===== src/rtl/lsu_mem_ctrl.sv =====
// lsu_mem_ctrl: MEM-stage load/store controller for a variable-latency data memory.
// Formats byte/half/word accesses and holds the instruction in MEM until the response returns.
// Misaligned or illegal accesses are flagged without touching memory.
// An access that outlives the timeout budget ends with a bus error.
//
// state  | meaning
// S_IDLE | no access in flight; a legal, aligned access starts here
// S_REQ  | request on the bus, waiting for grant
// S_WAIT | granted, waiting for the response
// S_DONE | result presented for one cycle, pipeline released
module lsu_mem_ctrl #(
    parameter int TIMEOUT_CYCLES = 64
) (
    input  logic        i_clk,
    input  logic        i_reset,
    input  logic        i_lsu_valid,
    input  logic        i_lsu_wren,
    input  logic [2:0]  i_lsu_funct3,
    input  logic [31:0] i_lsu_addr,
    input  logic [31:0] i_lsu_wdata,
    output logic        o_stall_lsu,
    output logic [31:0] o_ld_data,
    output logic        o_lsu_exc,
    output logic        o_bus_err,
    output logic        o_mem_req,
    output logic        o_mem_we,
    output logic [31:0] o_mem_addr,
    output logic [3:0]  o_mem_be,
    output logic [31:0] o_mem_wdata,
    input  logic        i_mem_gnt,
    input  logic        i_mem_rvalid,
    input  logic [31:0] i_mem_rdata
);

    localparam int CW = $clog2(TIMEOUT_CYCLES + 1);

    typedef enum logic [1:0] {S_IDLE, S_REQ, S_WAIT, S_DONE} state_t;

    state_t        state;
    logic [CW-1:0] cnt;
    logic [31:0]   ld_q;
    logic          err_q;

    logic          illegal;
    logic          misaligned;
    logic          access_ok;
    logic          timeout_hit;
    logic [3:0]    be;
    logic [31:0]   wdata_rep;
    logic [31:0]   ld_fmt;

    // Classify the MEM-stage access: legal size/sign code and natural alignment
    always_comb begin
        illegal    = 1'b0;
        misaligned = 1'b0;
        if (i_lsu_wren)
            illegal = i_lsu_funct3[2] | (i_lsu_funct3[1:0] == 2'b11);
        else
            illegal = (i_lsu_funct3 == 3'b011) | (i_lsu_funct3[2:1] == 2'b11);
        case (i_lsu_funct3[1:0])
            2'b01:   misaligned = i_lsu_addr[0];
            2'b10:   misaligned = (i_lsu_addr[1:0] != 2'b00);
            default: misaligned = 1'b0;
        endcase
    end

    assign access_ok   = i_lsu_valid & ~illegal & ~misaligned;
    assign timeout_hit = (cnt >= CW'(TIMEOUT_CYCLES - 1));

    // Byte enables and lane-replicated store data from the access size
    always_comb begin
        be        = 4'b1111;
        wdata_rep = i_lsu_wdata;
        case (i_lsu_funct3[1:0])
            2'b00: begin
                be        = 4'b0001 << i_lsu_addr[1:0];
                wdata_rep = {4{i_lsu_wdata[7:0]}};
            end
            2'b01: begin
                be        = i_lsu_addr[1] ? 4'b1100 : 4'b0011;
                wdata_rep = {2{i_lsu_wdata[15:0]}};
            end
            default: begin
                be        = 4'b1111;
                wdata_rep = i_lsu_wdata;
            end
        endcase
    end

    // Load formatting: pick the addressed lane, then sign- or zero-extend
    always_comb begin
        logic [7:0]  lane_b;
        logic [15:0] lane_h;
        lane_b = 8'h00;
        lane_h = 16'h0000;
        ld_fmt = i_mem_rdata;
        case (i_lsu_addr[1:0])
            2'b00:   lane_b = i_mem_rdata[7:0];
            2'b01:   lane_b = i_mem_rdata[15:8];
            2'b10:   lane_b = i_mem_rdata[23:16];
            default: lane_b = i_mem_rdata[31:24];
        endcase
        lane_h = i_lsu_addr[1] ? i_mem_rdata[31:16] : i_mem_rdata[15:0];
        case (i_lsu_funct3)
            3'b000:  ld_fmt = {{24{lane_b[7]}}, lane_b};
            3'b001:  ld_fmt = {{16{lane_h[15]}}, lane_h};
            3'b100:  ld_fmt = {24'h000000, lane_b};
            3'b101:  ld_fmt = {16'h0000, lane_h};
            default: ld_fmt = i_mem_rdata;
        endcase
    end

    // Access sequencer with timeout counter and captured result
    always_ff @(posedge i_clk) begin
        if (!i_reset) begin
            state <= S_IDLE;
            cnt   <= '0;
            ld_q  <= '0;
            err_q <= 1'b0;
        end else begin
            case (state)
                S_IDLE: begin
                    if (access_ok) begin
                        state <= S_REQ;
                        cnt   <= '0;
                        err_q <= 1'b0;
                    end
                end
                S_REQ: begin
                    cnt <= cnt + 1'b1;
                    if (i_mem_gnt) begin
                        state <= S_WAIT;
                    end else if (timeout_hit) begin
                        state <= S_DONE;
                        err_q <= 1'b1;
                        ld_q  <= '0;
                    end
                end
                S_WAIT: begin
                    cnt <= cnt + 1'b1;
                    if (i_mem_rvalid) begin
                        state <= S_DONE;
                        ld_q  <= i_lsu_wren ? 32'h0 : ld_fmt;
                    end else if (timeout_hit) begin
                        state <= S_DONE;
                        err_q <= 1'b1;
                        ld_q  <= '0;
                    end
                end
                default: begin
                    // The instruction retires here; it is never re-issued.
                    state <= S_IDLE;
                end
            endcase
        end
    end

    // Stall is combinational in IDLE so the hazard unit freezes in the first cycle
    assign o_stall_lsu = i_reset & (((state == S_IDLE) & access_ok) |
                                    (state == S_REQ) | (state == S_WAIT));
    assign o_lsu_exc   = i_reset & (state == S_IDLE) & i_lsu_valid & (illegal | misaligned);
    assign o_ld_data   = (i_reset && state == S_DONE) ? ld_q : 32'h0;
    assign o_bus_err   = i_reset & (state == S_DONE) & err_q;
    assign o_mem_req   = i_reset & (state == S_REQ);
    assign o_mem_we    = i_reset & i_lsu_wren;
    assign o_mem_addr  = i_reset ? {i_lsu_addr[31:2], 2'b00} : 32'h0;
    assign o_mem_be    = i_reset ? be : 4'h0;
    assign o_mem_wdata = i_reset ? wdata_rep : 32'h0;

endmodule


===== config.mk =====
export PLATFORM = sky130hd
export DESIGN_NAME = lsu_mem_ctrl
export DESIGN_NICKNAME = d
export VERILOG_FILES = /design/src/rtl/lsu_mem_ctrl.sv
export SDC_FILE = /design/constraint.sdc
export NUM_CORES = 1
export LEC_CHECK = 0
export CAP_MARGIN = 30
export CORE_ASPECT_RATIO = 0.7
export CORE_UTILIZATION = 37
export DETAILED_ROUTE_END_ITERATION = 8
export HOLD_SLACK_MARGIN = 0.06
export PLACE_DENSITY = 0.83
export SETUP_SLACK_MARGIN = 0.1
export SLEW_MARGIN = 25
export SYNTH_ARGS = -nofsm -noshare
export SYNTH_HDL_FRONTEND = slang
export SYNTH_SLANG_ARGS = --single-unit

===== constraint.sdc =====
create_clock -name i_clk -period 2.5 [get_ports i_clk]
set_input_delay 0.25 -clock i_clk [delete_from_list [all_inputs] [get_ports i_clk]]
set_output_delay 0.25 -clock i_clk [all_outputs]
set_load 0.05 [all_outputs]

The clock network:
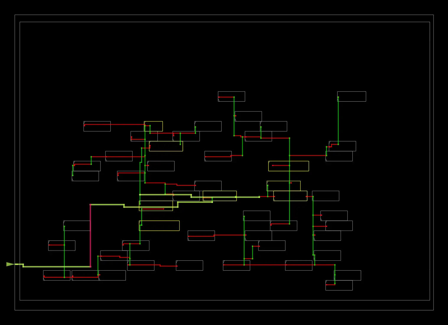
TritonCTS sink count: 42
total CTS buffers: 5
total number of sequential cells: 42

Pin placement:
Drawn at 3 px/um. Pins as bars across the die edge, other pins in grey.
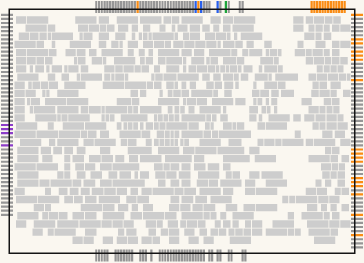
blue -> `i_lsu_funct3`  # pins 3, direction input, edge top
purple -> `o_mem_be`  # pins 4, direction output, edge left
orange -> `o_mem_addr`  # pins 32, direction output, edge 17 right, 15 top
green -> `i_lsu_valid`  # pins 1, direction input, edge top
all pins by edge = 61 top, 58 right, 50 left, 41 bottom
number of I/O port buffers: 207
x dimension of the die: 114.6 um

Met3 routing:
Drawn at 4 px/um.
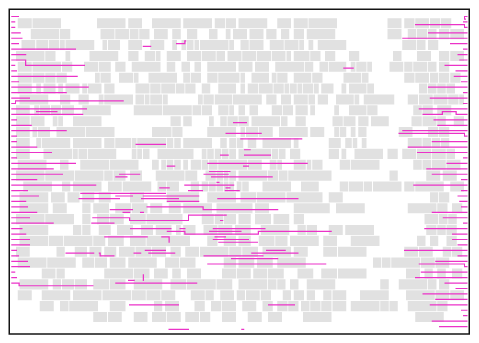
wire length on this layer = 1310 um
nets with wire on the layer = 158
main direction = horizontal
share of all routed wire = 10%
total length of routed wires: 13020 um
Via Count: 4022
GR Util met3: 0.07537

-- cells in the mapped netlist, types with 4 or more instances --
cell type,count
a21oi_1,26
a221o_1,6
a221o_2,10
a221oi_1,8
a222oi_1,6
a22o_1,6
a22oi_1,16
and2_1,40
and3_1,36
buf_2,5
clkbuf_1,29
dfxtp_1,42
ha_1,11
inv_1,9
mux2_2,20
mux2i_1,7
nand2_1,18
nand3_1,4
nor2_1,33
o21ai_0,9
o2bb2ai_1,14
or3_1,4
-- final timing paths --
check                                             end  slack [ns]  depth (start not counted)
worst max-delay path                      o_stall_lsu        0.17                          9
worst min-delay path            ld_q[15]$_SDFFE_PN0P_        0.46                          1
worst max register to register  ld_q[19]$_SDFFE_PN0P_        0.28                          8
worst min register to register  ld_q[15]$_SDFFE_PN0P_        0.46                          1
-- flip-flops by register name (all words and copies together), names as in the netlist --
name,cells
err_q,1
ld_q,32
cnt,7
state,2
-- critical path, cell delays in order --
cell and delay, ns:
clkdlybuf4s50_1 0.48, buf_4 0.19, ha_1 0.18, o21ai_0 0.08
a21boi_1 0.25, buf_4 0.17, nor2_1 0.04, o31a_1 0.24
buf_4 0.19
-- kinds of logic after synthesis --
family,share of synthesized area
adder cells (fa/ha/maj),0.04189
multiplexers,0.1036
flip-flops,0.2559
AND/OR/NAND/NOR,0.2460
other,0.001141
buffers and inverters,0.06473
AND-OR/OR-AND,0.2867
-- per-layer routing --
metal / track usage / wire length [um] / up-vias
met1: 0.3520 / 5594 / 1879
li1: - / - / 1894
met3: 0.07537 / 1312 / 18
met2: 0.4497 / 5949 / 231
met4: 0.05325 / 164 / 0
met5: 0 / 0 / -
-- power breakdown --
group / internal (mW) / switching, mW / leakage (nW)
clock network: 0.600 / 0.267 / 0.0971
logic: 0.537 / 0.679 / 2.22
registers: 0.690 / 0.0269 / 0.339
==> results.txt <==
yosys + openroad results -> result of the run=completed, Post-CTS Resized=0, cell type contributing the most total cell area after synthesis=dfxtp_1, startpoint type of the worst setup path=input pin, pin count of the biggest net entering global routing=78, most frequently placed logic cell in the final layout=clkdlybuf4s50_1, starting utilization of the core area=0.3844, Final HPWL DP=9872 um, synthesized instance count=402, Placer Congestion=0.8511, clock buffer and inverter area fraction after layout=0.03237, class of the most critical hold timing path=reg -> reg, multi-input logic portion of the cell area=0.3701, Post-Place Cell Area=0.005913 mm^2, logic area=0.002275 mm^2, global-route wire length before repair=19660 um, final setup TNS=0 ns, worst setup slack after placement=0.1128 ns, summed standard-cell area reported by yosys=0.003286 mm^2, launch point of the worst reg-to-reg path=state[0]$_SDFFE_PN0N_, kind of capture point of the worst setup path=primary output, average wire length per cell after detail routing=18.11 um, remaining global-route overflow=0, share of async-settable or async-resettable flops after synthesis=0, max cap viols=0, Placed Cells=709, number of buffers inserted by post-CTS setup repair=0, Diodes inserted=0, inverter count of the layout excluding clock inverters=10, min-delay src=ld_q[15]$_SDFFE_PN0P_, PnR worst setup slack=0.1657 ns, io pins=210, CP Data Arrival Time=2.08 ns, post-route minimum period=2.334 ns, total number of H-tree levels=2, hold violation total from the final report=0, fin cells=719, initial antenna violation count=0, filler instances=639, Root Buffer=clkbuf_16, Post-CTS Hold Fix Bufs=0, count of plain and timing-repair buffers in the layout=228, placeable core area=0.008548 mm^2, VDD IR-drop max=0.0004035 V, biggest fanout along the worst timing path=8, total iterations of the first detailed-routing run=5, highest achievable clock rate=428.4 MHz, Total Die Area=0.009267 mm^2, FF/Latch Area=842.1 um^2, measured slew at the worst slew-check pin=0.8372 ns
Power is estimated from default activity; no workload was simulated.
